### src/rtl/if_id_stage_if.sv
// Fetch-to-decode bus: fetch-side inputs and decode-side outputs of if_id_stage.
// Optional IF_ID_PERF_EN adds the saturating performance counter outputs.
interface if_id_stage_if #(
  parameter int DATA_W = 16
);
  logic [DATA_W-1:0] instr_in;
  logic [DATA_W-1:0] pc_plus_1_in;
  logic              stall;
  logic              flush;
  logic              hlt_retired;
  logic [DATA_W-1:0] instr_out;
  logic [DATA_W-1:0] pc_plus_1_out;
  logic              valid_out;
  logic              hlt_fetch;
  logic              halted;
`ifdef IF_ID_PERF_EN
  logic [15:0]       perf_fetch;
  logic [15:0]       perf_bubble;
  logic [15:0]       perf_stall;

  modport master (
    output instr_in, pc_plus_1_in, stall, flush, hlt_retired,
    input  instr_out, pc_plus_1_out, valid_out, hlt_fetch, halted,
    input  perf_fetch, perf_bubble, perf_stall
  );
  modport slave (
    input  instr_in, pc_plus_1_in, stall, flush, hlt_retired,
    output instr_out, pc_plus_1_out, valid_out, hlt_fetch, halted,
    output perf_fetch, perf_bubble, perf_stall
  );
`else
  modport master (
    output instr_in, pc_plus_1_in, stall, flush, hlt_retired,
    input  instr_out, pc_plus_1_out, valid_out, hlt_fetch, halted
  );
  modport slave (
    input  instr_in, pc_plus_1_in, stall, flush, hlt_retired,
    output instr_out, pc_plus_1_out, valid_out, hlt_fetch, halted
  );
`endif
endinterface

### src/rtl/if_id_stage.sv
// IF/ID pipeline register with stall, flush and HLT sequencing (RUN -> HALT_PEND -> HALTED).
// Define IF_ID_PERF_EN to add saturating fetch/bubble/stall counters.
module if_id_stage #(
  parameter int                DATA_W     = 16,
  parameter logic [DATA_W-1:0] NOP_INSTR  = '0,
  parameter logic [3:0]        HLT_OPCODE = 4'hF
) (
  input logic          clk,
  input logic          rst,
  if_id_stage_if.slave bus
);

  typedef enum logic [1:0] {RUN, HALT_PEND, HALTED} state_t;

  state_t            state;
  logic [DATA_W-1:0] instr_p1;
  logic [DATA_W-1:0] pc_p1;
  logic              vld_p1;
  logic              hlt_fetch_q;
  logic              halted_q;
  logic              is_hlt;

  assign is_hlt = (bus.instr_in[DATA_W-1:DATA_W-4] == HLT_OPCODE);

  // Fetch -> decode stage boundary
  always_ff @(posedge clk or posedge rst) begin
    if (rst) begin
      state       <= RUN;
      instr_p1    <= NOP_INSTR;
      pc_p1       <= '0;
      vld_p1      <= 1'b0;
      hlt_fetch_q <= 1'b0;
      halted_q    <= 1'b0;
    end else begin
      unique case (state)
        RUN: begin
          if (bus.flush) begin
            instr_p1 <= NOP_INSTR;
            vld_p1   <= 1'b0;
          end else if (!bus.stall) begin
            instr_p1 <= bus.instr_in;
            pc_p1    <= bus.pc_plus_1_in;
            vld_p1   <= 1'b1;
            if (is_hlt) begin
              state       <= HALT_PEND;
              hlt_fetch_q <= 1'b1;
            end
          end
        end
        HALT_PEND: begin
          // Retirement overrides both stall and flush: the HLT has committed.
          if (bus.hlt_retired) begin
            state    <= HALTED;
            halted_q <= 1'b1;
            instr_p1 <= NOP_INSTR;
            vld_p1   <= 1'b0;
          end else if (bus.flush) begin
            state       <= RUN;
            hlt_fetch_q <= 1'b0;
            instr_p1    <= NOP_INSTR;
            vld_p1      <= 1'b0;
          end else if (!bus.stall) begin
            instr_p1 <= NOP_INSTR;
            vld_p1   <= 1'b0;
          end
        end
        HALTED: ;
        default: state <= RUN;
      endcase
    end
  end

  assign bus.instr_out     = instr_p1;
  assign bus.pc_plus_1_out = pc_p1;
  assign bus.valid_out     = vld_p1;
  assign bus.hlt_fetch     = hlt_fetch_q;
  assign bus.halted        = halted_q;

`ifdef IF_ID_PERF_EN
  function automatic logic [15:0] sat_inc(input logic [15:0] v);
    return (v == 16'hFFFF) ? v : v + 16'd1;
  endfunction

  logic [15:0] fetch_cnt;
  logic [15:0] bubble_cnt;
  logic [15:0] stall_cnt;
  logic        ev_fetch;
  logic        ev_bubble;
  logic        ev_stall;

  assign ev_fetch  = (state == RUN) && !bus.flush && !bus.stall;
  assign ev_bubble = (state != HALTED) &&
                     (bus.flush || ((state == HALT_PEND) && !bus.stall));
  assign ev_stall  = (state == RUN) && bus.stall;

  always_ff @(posedge clk or posedge rst) begin
    if (rst) begin
      fetch_cnt  <= '0;
      bubble_cnt <= '0;
      stall_cnt  <= '0;
    end else begin
      if (ev_fetch)  fetch_cnt  <= sat_inc(fetch_cnt);
      if (ev_bubble) bubble_cnt <= sat_inc(bubble_cnt);
      if (ev_stall)  stall_cnt  <= sat_inc(stall_cnt);
    end
  end

  assign bus.perf_fetch  = fetch_cnt;
  assign bus.perf_bubble = bubble_cnt;
  assign bus.perf_stall  = stall_cnt;
`endif

endmodule

### src/flat_wrapper.sv
// flat-port wrapper written by rule: the top's interface ports become plain ports
module if_id_stage_flat 
#(
  parameter int                DATA_W     = 16,
  parameter logic [DATA_W-1:0] NOP_INSTR  = '0,
  parameter logic [3:0]        HLT_OPCODE = 4'hF
)
  (clk, rst, bus_instr_in, bus_pc_plus_1_in, bus_stall, bus_flush, bus_hlt_retired, bus_instr_out, bus_pc_plus_1_out, bus_valid_out, bus_hlt_fetch, bus_halted);
  if_id_stage_if #(.DATA_W(DATA_W)) bus_i ();
  input logic clk;
  input logic rst;
  input wire logic [$bits(bus_i.instr_in)-1:0] bus_instr_in;
  input wire logic [$bits(bus_i.pc_plus_1_in)-1:0] bus_pc_plus_1_in;
  input wire logic [$bits(bus_i.stall)-1:0] bus_stall;
  input wire logic [$bits(bus_i.flush)-1:0] bus_flush;
  input wire logic [$bits(bus_i.hlt_retired)-1:0] bus_hlt_retired;
  output wire logic [$bits(bus_i.instr_out)-1:0] bus_instr_out;
  output wire logic [$bits(bus_i.pc_plus_1_out)-1:0] bus_pc_plus_1_out;
  output wire logic [$bits(bus_i.valid_out)-1:0] bus_valid_out;
  output wire logic [$bits(bus_i.hlt_fetch)-1:0] bus_hlt_fetch;
  output wire logic [$bits(bus_i.halted)-1:0] bus_halted;
  assign bus_i.instr_in = bus_instr_in;
  assign bus_i.pc_plus_1_in = bus_pc_plus_1_in;
  assign bus_i.stall = bus_stall;
  assign bus_i.flush = bus_flush;
  assign bus_i.hlt_retired = bus_hlt_retired;
  assign bus_instr_out = bus_i.instr_out;
  assign bus_pc_plus_1_out = bus_i.pc_plus_1_out;
  assign bus_valid_out = bus_i.valid_out;
  assign bus_hlt_fetch = bus_i.hlt_fetch;
  assign bus_halted = bus_i.halted;
  if_id_stage #(.DATA_W(DATA_W), .NOP_INSTR(NOP_INSTR), .HLT_OPCODE(HLT_OPCODE)) u_core (.clk(clk), .rst(rst), .bus(bus_i));
endmodule
### config.mk
export PLATFORM = sky130hd
export DESIGN_NAME = if_id_stage_flat
export DESIGN_NICKNAME = d
export VERILOG_FILES = /design/src/rtl/if_id_stage_if.sv /design/src/rtl/if_id_stage.sv /design/src/flat_wrapper.sv
export SDC_FILE = /design/constraint.sdc
export NUM_CORES = 1
export LEC_CHECK = 0
export CAP_MARGIN = 20
export CORE_ASPECT_RATIO = 1.5
export CORE_UTILIZATION = 25
export DETAILED_ROUTE_END_ITERATION = 10
export PLACE_DENSITY = 0.67
export SLEW_MARGIN = 40
export SYNTH_ARGS = -nofsm -noshare
export SYNTH_HDL_FRONTEND = slang
export SYNTH_SLANG_ARGS = --single-unit
### constraint.sdc
create_clock -name clk -period 1.5 [get_ports clk]
set_clock_uncertainty 0.1 [all_clocks]
set_input_delay 0.15 -clock clk [delete_from_list [all_inputs] [get_ports clk]]
set_output_delay 0.15 -clock clk [all_outputs]
set_load 0.02 [all_outputs]
==> images/gate_families.png <==
The bar under the picture is 20 um long.
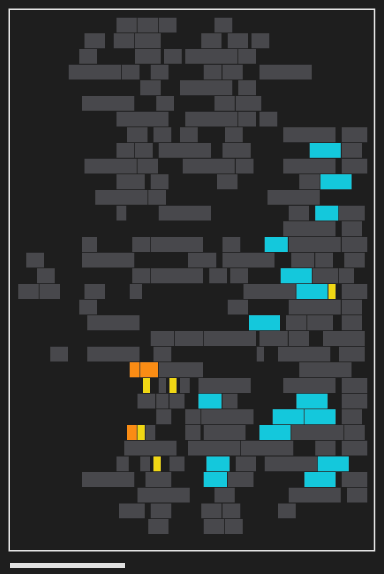
| colour | family | cells |
|---|---|---|
| yellow | inverters | 5 |
| orange | inverting AOI/OAI gates | 3 |
| cyan | multiplexers | 16 |
fin cells: 249
most frequent logic cell in the layout: dfrtp_1

==> images/clock_map.png <==
The bar under the picture is 20 um long.
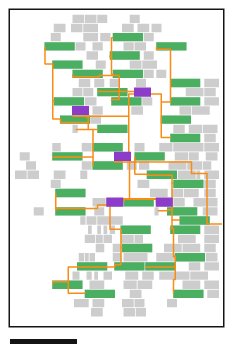
[purple] cells driving clock nets | count: 5
[orange] clock wires | length: 454 um
[green] flip-flops | count: 37
routed clock nets: 6

==> images/pdn.png <==
Pins as bars on the die edge. Tap cells in grey.
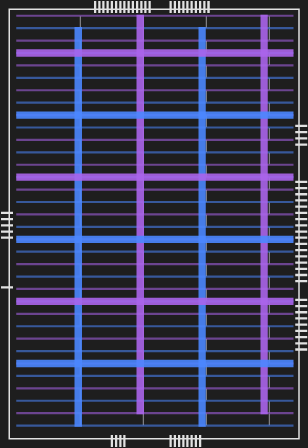
| colour | net |
|---|---|
| purple | VDD |
| blue | VSS |
signal pins: 72
rows: 33
tap cells: 70

==> images/final_clocks.png <==
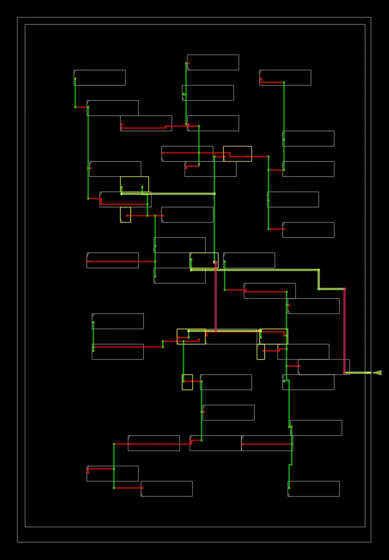
Clk. pwr: 0.652 mW
number of clock buffers inserted by TritonCTS: 5

[through the flow]
stage	setup TNS, ns	area, um2	power, mW	hold slack (ns)
global route	-0.294	2470	3.49	0.0606
finish	0	2470	3.31	0.0654
global placement	-6.03	2250	2.67	0.362
CTS	0	2320	3.29	0.125
detailed placement	-7.90	2250	2.69	0.361
floorplan	-0.777	1410	2.01	0.121
[final cells by class]
cell class | instances | share of cell area
Sequential cell | 37 | 0.374
Timing Repair Buffer | 84 | 0.363
Multi-Input combinational cell | 45 | 0.186
Tap cell | 70 | 0.0354
Clock buffer | 6 | 0.0294
Inverter | 5 | 0.00759
Clock inverter | 2 | 0.00405
[flip-flops by register name, indices dropped and copies added, names as in the netlist]
signal,cells
u_core.bus.instr_out,16
u_core.bus.pc_plus_1_out,16
u_core.state,2
u_core.bus.halted,1
u_core.bus.hlt_fetch,1
u_core.bus.valid_out,1
[cells in the mapped netlist]
master    number
a21o_1         1
a22o_1        16
a31o_2         1
buf_2          2
buf_4          1
buf_6          2
dfrtp_1       37
inv_1          5
mux2_2        16
nand2_1        1
nand2b_1       1
nand3_1        1
nand4_1        1
nor3_1         1
nor4_4         1
o21ai_0        1
o21ai_1        1
o22a_1         1
o41ai_1        1
or2_2          1
[layer usage]
metal	global-route usage	wire length (um)	share of wire	vias to the layer above
li1	-	-	-	502
met2	0.206	1920	0.51	44
met3	0.0388	236	0.063	4
met1	0.143	1550	0.41	530
met4	0.0407	27	0.0072	0
met5	0	0	0	-
[path summary, 6_finish.rpt]
path                                   start                           end  cells past startpoint
min                                bus_flush               u_core.state[0]                      2
max                          u_core.state[0]  u_core.bus.pc_plus_1_out[14]                      4
min reg2reg                u_core.bus.halted             u_core.bus.halted                      1
max in group asynchronous                rst      u_core.bus.instr_out[10]                      3
max reg2reg                  u_core.state[0]  u_core.bus.pc_plus_1_out[14]                      4
min in group asynchronous                rst  u_core.bus.pc_plus_1_out[10]                      3
[power groups by stage]
| stage | Sequential (mW) | Combinational (mW) | Clock [mW] |
|---|---|---|---|
| 2_1_floorplan | 1.69 | 0.312 | 0 |
| 6_report | 1.37 | 1.28 | 0.652 |
| 3_5_place_dp | 1.40 | 1.29 | 0 |
| 3_3_place_gp | 1.40 | 1.27 | 0 |
| 5_1_grt | 1.41 | 1.35 | 0.734 |
| 4_1_cts | 1.38 | 1.23 | 0.683 |
[cells by family (layout without fill, tap and decap cells)]
family	after synthesis	count (layout)	share of synthesized area
simple gates	7	7	0.0384
buf+inv	10	97	0.0419
mux	16	16	0.128
flops	37	37	0.660
compound gates	22	22	0.131
[timing repair]
action	4_1_cts	5_1_grt
gates resized	18	28
gates cloned	0	3
endpoints found under the setup margin	32	48
buffers inserted	2	2
==> results_tabular.tex <==
% Yosys + OpenROAD metrics
\begin{tabular}{lr}
\hline
Metric & Value \\
\hline
\multicolumn{2}{l}{\textbf{Status}} \\
Outcome & complete, no violations \\
\multicolumn{2}{l}{\textbf{Final timing}} \\
Final-report setup violation count & 0 \\
Shortest period the worst path allows & 1.49 ns \\
Setup repair after global routing missed its margin & true \\
Pins Over Slew Limit & 0 \\
\multicolumn{2}{l}{\textbf{Placed design}} \\
RD Place Congestion & around 0.66 \\
Pre-CTS worst setup slack & -0.318 ns \\
Detailed Place HPWL & between 2000 and 3000 um \\
\multicolumn{2}{l}{\textbf{Yosys}} \\
Cell area leaders & dfrtp\_1 (66\%), mux2\_2 (13\%), a22o\_1 (10\%), buf\_6 (1.6\%), nor4\_4 (1.5\%) \\
Cell type with the largest total area & dfrtp\_1 \\
Instance tally after logic synthesis & 92 \\
Mapped Area & 1400 um2 \\
Post-synthesis net count & 129 \\
\multicolumn{2}{l}{\textbf{Die}} \\
Core area & 5450 um2 \\
I/O pin cnt & 72 \\
Height of the die & 93.7 um \\
\multicolumn{2}{l}{\textbf{Power}} \\
Largest vdd supply drop & between 0.4 and 0.5 mV \\
Clock power share & 0.197 \\
Power density of the placed cells & 1340 nW/um2 \\
Standby leakage power & between 1 and 1.5 nW \\
Share of total power in combinational logic & 0.388 \\
\multicolumn{2}{l}{\textbf{Clocking}} \\
Clk latency late pin & 0.28 ns \\
\multicolumn{2}{l}{\textbf{Flow run}} \\
Number of warnings the tools reported & 28 \\
\multicolumn{2}{l}{\textbf{Detailed routing}} \\
Drt pass-1 iters & 4 \\
Vias per Instance & about 4.3 \\
Detailed router's first-iteration violation count & 35 \\
Number of vias after detailed routing & about 1100 \\
\multicolumn{2}{l}{\textbf{Worst setup path}} \\
Endpoint type of the worst setup path & flop \\
Critical Path RT & 1.57 ns \\
Total buffers and inverters traversed by the critical path & 2 \\
\multicolumn{2}{l}{\textbf{GRT}} \\
Overflow after GRT & 0 \\
Wire length of the first global-routing pass & 5330 um \\
\multicolumn{2}{l}{\textbf{Final layout}} \\
Fraction of final layout cells with drive strength greater than 1 & 0.218 \\
\hline
\end{tabular}
No activity file was given, so power comes from the tool's default toggle rates.
